===== config.mk =====
export PLATFORM = sky130hd
export DESIGN_NAME = vc_input_buffer
export DESIGN_NICKNAME = d
export VERILOG_FILES = /design/src/rtl/vc_input_buffer.sv
export SDC_FILE = /design/constraint.sdc
export NUM_CORES = 1
export LEC_CHECK = 0
export ABC_AREA = 1
export ABC_CLOCK_PERIOD_IN_PS = 3500
export CORE_ASPECT_RATIO = 1.75
export CORE_MARGIN = 2
export CORE_UTILIZATION = 58
export DETAILED_ROUTE_END_ITERATION = 7
export MAX_ROUTING_LAYER = met4
export PLACE_DENSITY = 0.78
export SLEW_MARGIN = 20
export SYNTH_ARGS = -nofsm -noshare
export SYNTH_HDL_FRONTEND = slang
export SYNTH_SLANG_ARGS = --single-unit
export TNS_END_PERCENT = 30

===== constraint.sdc =====
create_clock -name clk -period 3.5 [get_ports clk]
set_input_delay 0.35 -clock clk [delete_from_list [all_inputs] [get_ports clk]]
set_output_delay 0.35 -clock clk [all_outputs]
set_load 0.05 [all_outputs]

===== src/rtl/vc_input_buffer.sv =====
// Virtual-channel input buffer: flit FIFO, head-flit VC allocation FSM and downstream credit counter.
// Define VC_INPUT_BUFFER_ERROR_EN to build the sticky protocol-error flag driven on error_o.
module vc_input_buffer #(
    parameter int BUFFER_SIZE = 8,
    parameter int FLIT_WIDTH  = 32,
    parameter int VC_NUM      = 2,
    parameter int CREDITS     = 8,
    localparam int VC_W       = (VC_NUM > 1) ? $clog2(VC_NUM) : 1
) (
    input  logic                  clk,
    input  logic                  rst,
    input  logic                  valid_i,
    input  logic [FLIT_WIDTH-1:0] flit_i,
    input  logic [1:0]            flit_type_i,
    output logic                  full_o,
    output logic                  empty_o,
    output logic                  vc_request_o,
    input  logic                  vc_valid_i,
    input  logic [VC_W-1:0]       vc_id_i,
    output logic                  request_o,
    input  logic                  grant_i,
    output logic [FLIT_WIDTH-1:0] flit_o,
    output logic [1:0]            flit_type_o,
    output logic [VC_W-1:0]       out_vc_o,
    input  logic                  credit_i,
    output logic                  error_o
);

    localparam int PTR_W = $clog2(BUFFER_SIZE);
    localparam int CNT_W = $clog2(BUFFER_SIZE + 1);
    localparam int CR_W  = $clog2(CREDITS + 1);

    localparam logic [1:0] HEAD     = 2'b00;
    localparam logic [1:0] BODY     = 2'b01;
    localparam logic [1:0] TAIL     = 2'b10;
    localparam logic [1:0] HEADTAIL = 2'b11;

    typedef enum logic [1:0] {IDLE, VA, ACTIVE} state_t;

    logic [FLIT_WIDTH-1:0] mem_data [BUFFER_SIZE];
    logic [1:0]            mem_type [BUFFER_SIZE];
    logic [PTR_W-1:0]      wr_ptr, rd_ptr;
    logic [CNT_W-1:0]      count;
    logic [CR_W-1:0]       credits;
    logic [VC_W-1:0]       out_vc;
    state_t                state, state_next;

    logic push, pop, pop_grant, discard;
    logic head_is_start, head_is_end, credit_overflow;

    assign full_o      = (count == CNT_W'(BUFFER_SIZE));
    assign empty_o     = (count == '0);
    assign flit_o      = mem_data[rd_ptr];
    assign flit_type_o = mem_type[rd_ptr];
    assign out_vc_o    = out_vc;

    assign head_is_start = (flit_type_o == HEAD) || (flit_type_o == HEADTAIL);
    assign head_is_end   = (flit_type_o == TAIL) || (flit_type_o == HEADTAIL);

    // full_o is registered, so a push arriving while full is lost even if the same cycle pops.
    assign push      = valid_i && !full_o;
    assign pop_grant = request_o && grant_i;
    assign pop       = pop_grant || discard;

    assign credit_overflow = credit_i && !pop_grant && (credits == CR_W'(CREDITS));

    always_comb begin
        // NOTE: every combinational output gets a default first so no path leaves it unassigned (no latch).
        state_next   = state;
        vc_request_o = 1'b0;
        request_o    = 1'b0;
        discard      = 1'b0;
        case (state)
            IDLE: begin
                if (!empty_o) begin
                    if (head_is_start) state_next = VA;
                    else               discard    = 1'b1;
                end
            end
            VA: begin
                vc_request_o = 1'b1;
                if (vc_valid_i) state_next = ACTIVE;
            end
            ACTIVE: begin
                request_o = !empty_o && (credits != '0);
                if (request_o && grant_i && head_is_end) state_next = IDLE;
            end
            default: state_next = IDLE;
        endcase
    end

    always_ff @(posedge clk or negedge rst) begin
        if (!rst) begin
            state  <= IDLE;
            out_vc <= '0;
        end else begin
            state <= state_next;
            if (state == VA && vc_valid_i) out_vc <= vc_id_i;
        end
    end

    // NOTE: the flit storage is deliberately not reset; only pointers and count define its contents.
    always_ff @(posedge clk) begin
        if (push) begin
            mem_data[wr_ptr] <= flit_i;
            mem_type[wr_ptr] <= flit_type_i;
        end
    end

    // Power-of-two depth lets the pointers wrap by natural overflow.
    always_ff @(posedge clk or negedge rst) begin
        if (!rst) begin
            wr_ptr <= '0;
            rd_ptr <= '0;
            count  <= '0;
        end else begin
            if (push) wr_ptr <= wr_ptr + 1'b1;
            if (pop)  rd_ptr <= rd_ptr + 1'b1;
            if (push && !pop)      count <= count + 1'b1;
            else if (pop && !push) count <= count - 1'b1;
        end
    end

    // Only flits actually sent downstream consume a credit; discarded flits do not.
    always_ff @(posedge clk or negedge rst) begin
        if (!rst) begin
            credits <= CR_W'(CREDITS);
        end else if (credit_i && !pop_grant && !credit_overflow) begin
            credits <= credits + 1'b1;
        end else if (pop_grant && !credit_i) begin
            credits <= credits - 1'b1;
        end
    end

`ifdef VC_INPUT_BUFFER_ERROR_EN
    logic error_q;

    always_ff @(posedge clk or negedge rst) begin
        if (!rst) begin
            error_q <= 1'b0;
        end else if ((valid_i && full_o) || discard || credit_overflow || (grant_i && !request_o)) begin
            error_q <= 1'b1;
        end
    end

    assign error_o = error_q;
`else
    assign error_o = 1'b0;
`endif

endmodule


==> reports/results.txt <==
CTS tree -> yes
Fin Setup TNS -> 0 ns
most common logic cell in the routed design -> edfxtp_1
count of tool warnings -> 27
Die Y -> 191 um
fa+ha+maj area frac -> 0.0131
Non-Filler Instances -> 1,281
Clock transition at path regs -> 0.06 ns
yosys synthesis chip area -> 11,600 um2
setup violators final -> 0
Setup WS pre-CTS -> 0.306 ns
Clock Network Area Fraction -> 0.0617
kind of critical path -> register to output pin
Die ar. -> 21,200 um2
Cell variety after synth -> 30
fin area -> 14,000 um2
Post-synth ARST share -> 0.0588
Global Route Usage Sum -> 0.245
via count -> 7,417
share of layout cells above drive strength 1 -> 0.112
logic area -> 2730 um2
Leakage -> 4.98 nW
Tot Pwr -> 14.0 mW
Seq area share -> 0.616
Post-Syn Area -> 11,600 um2
Inserted Clock Buffers -> 26
IO buf count -> 79
Fin Clk Skew -> 0.0147 ns
initial antenna violation count -> 0
non-clock buffer count -> 104
core area -> 19,700 um2
Synth Warn # -> 0
total gr overflow -> 0
Die W -> 111 um
min setup slack post-route -> 0.289 ns
wire length per cell -> 19.5 um
fmax -> 0.311 GHz
register area share after synthesis -> 0.740
Data buffer area share -> 0.0989
syn nets -> 986
depth of the most critical reg-to-reg path -> 19
commonest cells in the netlist -> edfxtp_1 (272), nor2_1 (185), nand2_1 (141)
Main synth FF type -> edfxtp_1
max-cap violation count -> 0
Peak VDD IR -> 0.968 mV
Sequential Area -> 8600 um2
inverter count -> 20
multi-input combinational area share -> 0.196
# Taps -> 245
Post-synth EDFFs -> 272
Final min period -> 3.21 ns
Worst-Margin Slew -> 0.865 ns
Synth flops -> 289
area grow syn2layout -> 20.2%
global-route wire length before repair -> 39,400 um
MI comb cells -> 575
Post-Synth XOR/XNOR Area -> 0.00528
MUX area fraction -> 0.000970
post-CTS sizing -> 0
most frequent cells in the layout -> edfxtp_1 (272), nor2_1 (177), nand2_1 (141), o21ai_0 (121), clkdlybuf4s50_1 (45)
Boundary Pins -> 81
Cell area leaders -> edfxtp_1 (70%), nor2_1 (6.0%), o21ai_0 (5.2%), nand2_1 (4.6%), dfrtp_1 (3.4%)
flop count -> 289
Avg Cell Area, Syn -> 12.4 um2
CLK BUF -> 32
Worst Path Arrival -> 2.86 ns
WP data required -> 3.15 ns
Synth top cell by count -> edfxtp_1
main kind of combinational logic by area -> simple AND/OR/NAND/NOR gates
Post-DP HPWL -> 14,200 um
clock root buffer master -> clkbuf_16
yosys simple share -> 0.113
antenna viol nets, final -> 0
final hold violations -> 0
Placer Congestion -> 0.772
Hold Buf Count CTS -> 0
cell count after synthesis -> 934
Setup crit end kind -> output pin
Longest Clk Path Bufs -> 3
Synth area leader -> edfxtp_1
placed insts -> 1,232
# diodes -> 0
Layout fillers -> 1,227
Dominant cell area share -> 0.703
row count -> 68
drt pass-1 iters -> 5
H-tree depth -> 1
Tcrit/Tclk final -> 0.917
AND-OR/OR-AND Cells, Area Fraction -> 0.0971
postcts setup bufs -> 0
fin. max-slew vios -> 0
Post-Route WL -> 25,000 um
outcome -> completed
first-iteration detailed-routing DRC count -> 746
Setup crit start kind -> register
vias in the first global route -> 7,633
placed inst area -> 13,100 um2
yosys stat cell total -> 934
unrepaired setup endpoints after global routing -> no
Hold WC Path Type -> input pin to asynchronous set/reset pin
crit-path max FO -> 74
Max transition margin -> 0.421
dominant class by area -> sequential cells
fp_density -> 0.591
largest net degree at the start of global routing -> 75
DR DRC count -> 0
Total Nets Final -> 1,068
via/cell ratio -> 5.79
power per cell area -> 1000 nW/um2
[metrics by stage]
| stage | util | hold slack [ns] |
|---|---|---|
| 2_1_floorplan | - | 0.0544 |
| 3_3_place_gp | 0.666 | 0.458 |
| 3_5_place_dp | 0.666 | 0.462 |
| 4_1_cts | 0.710 | 0.325 |
| 5_1_grt | 0.710 | 0.378 |
| 6_report | 0.710 | 0.321 |
[per-layer routing]
metal | vias up | share of wire | track usage | wire, um
li1 | 3477 | - | - | -
met1 | 3648 | 0.39 | 0.291 | 9710
met2 | 250 | 0.54 | 0.433 | 13400
met3 | 42 | 0.054 | 0.0301 | 1350
met4 | 0 | 0.020 | 0.0889 | 509
met5 | - | 0 | - | 0
[power by group]
group          internal (mW)  switching, mW  leakage [nW]
clock network           1.64           1.20         0.418
logic                   2.40           4.15          1.89
registers               4.39          0.227          2.67
total                   8.44           5.58          4.98
[worst paths after layout]
kind	from	to	slack [ns]
max	rd_ptr[0]$_DFFE_PN0P_	flit_o[16]	0.29
min	rst	credits[2]$_DFFE_PN0P_	0.32
min in group clk	vc_id_i	out_vc_o$_DFFE_PN0P_	0.44
min reg2reg	credits[3]$_DFFE_PN1P_	credits[3]$_DFFE_PN1P_	0.48
max in group asynchronous	rst	rd_ptr[0]$_DFFE_PN0P_	2.55
max reg2reg	rd_ptr[0]$_DFFE_PN0P_	count[3]$_DFFE_PN0P_	0.33
[flip-flops by register name, summed over array words and instances (netlist names)]
signal,cells
mem_type,16
out_vc_o,1
mem_data,256
rd_ptr,3
credits,4
wr_ptr,3
state,2
count,4
[worst max-delay path, stage by stage (launching register included)]
cell     delay [ns]
dfrtp_4        0.52
buf_4          0.63
o21ai_0        0.22
o21ai_0        0.23
a21oi_1        0.07
a31oi_1        0.41
buf_12         0.20
**Clock routing**

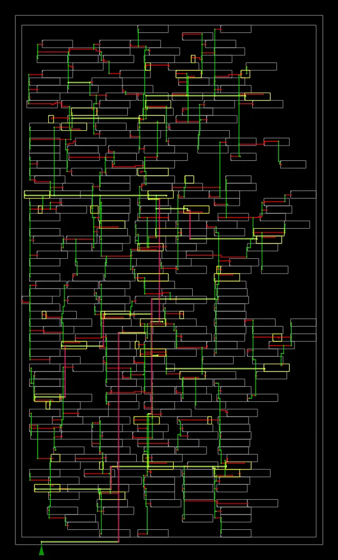
Clock net power: 2.85 mW
worst skew pair latency: 0.53 ns
TritonCTS Sinks: 289

**Gate families picked out**

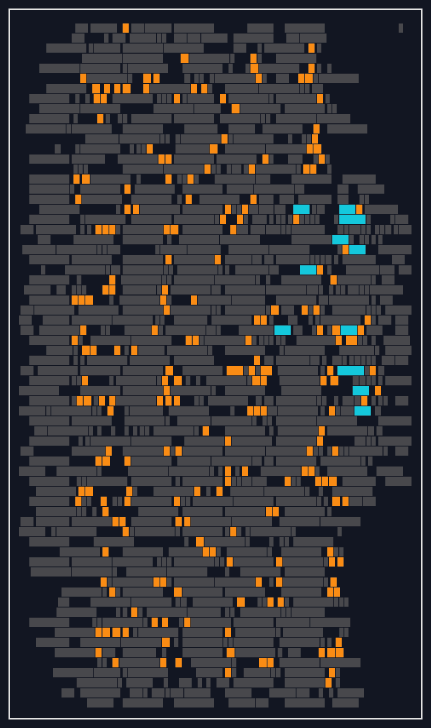
- cyan: adder and majority cells (cells 11; most used ha_1)
- orange: inverting AOI/OAI gates (cells 215; most used o21ai_0)

**Signal wires by layer**

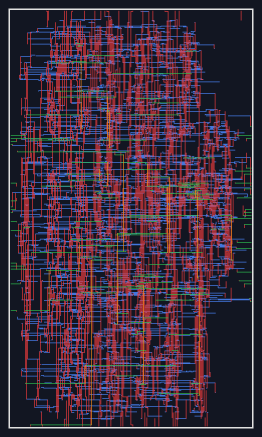
- orange: metal 4 (wire length 509 um)
- blue: metal 1 (wire length 9,710 um)
- red: metal 2 (wire length 13,400 um)
- green: metal 3 (wire length 1,350 um)

**Port wiring**

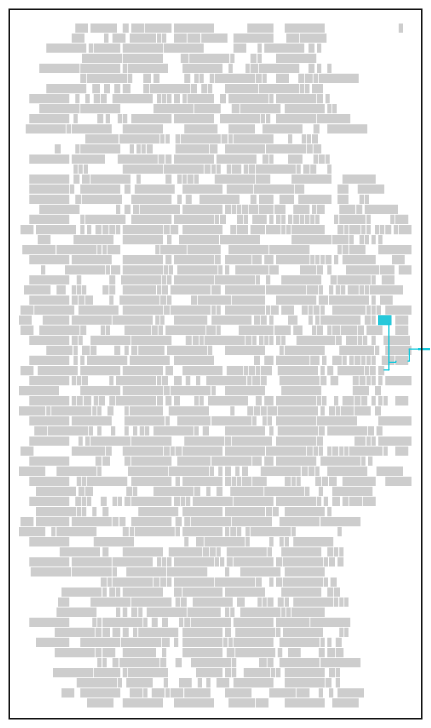
- cyan: `request_o` (bits 1; direction output; edge right; end cells 1; buffers 1; wire 22.5 um)

Power figures rest on the tool's default switching activity, not on a simulated workload.
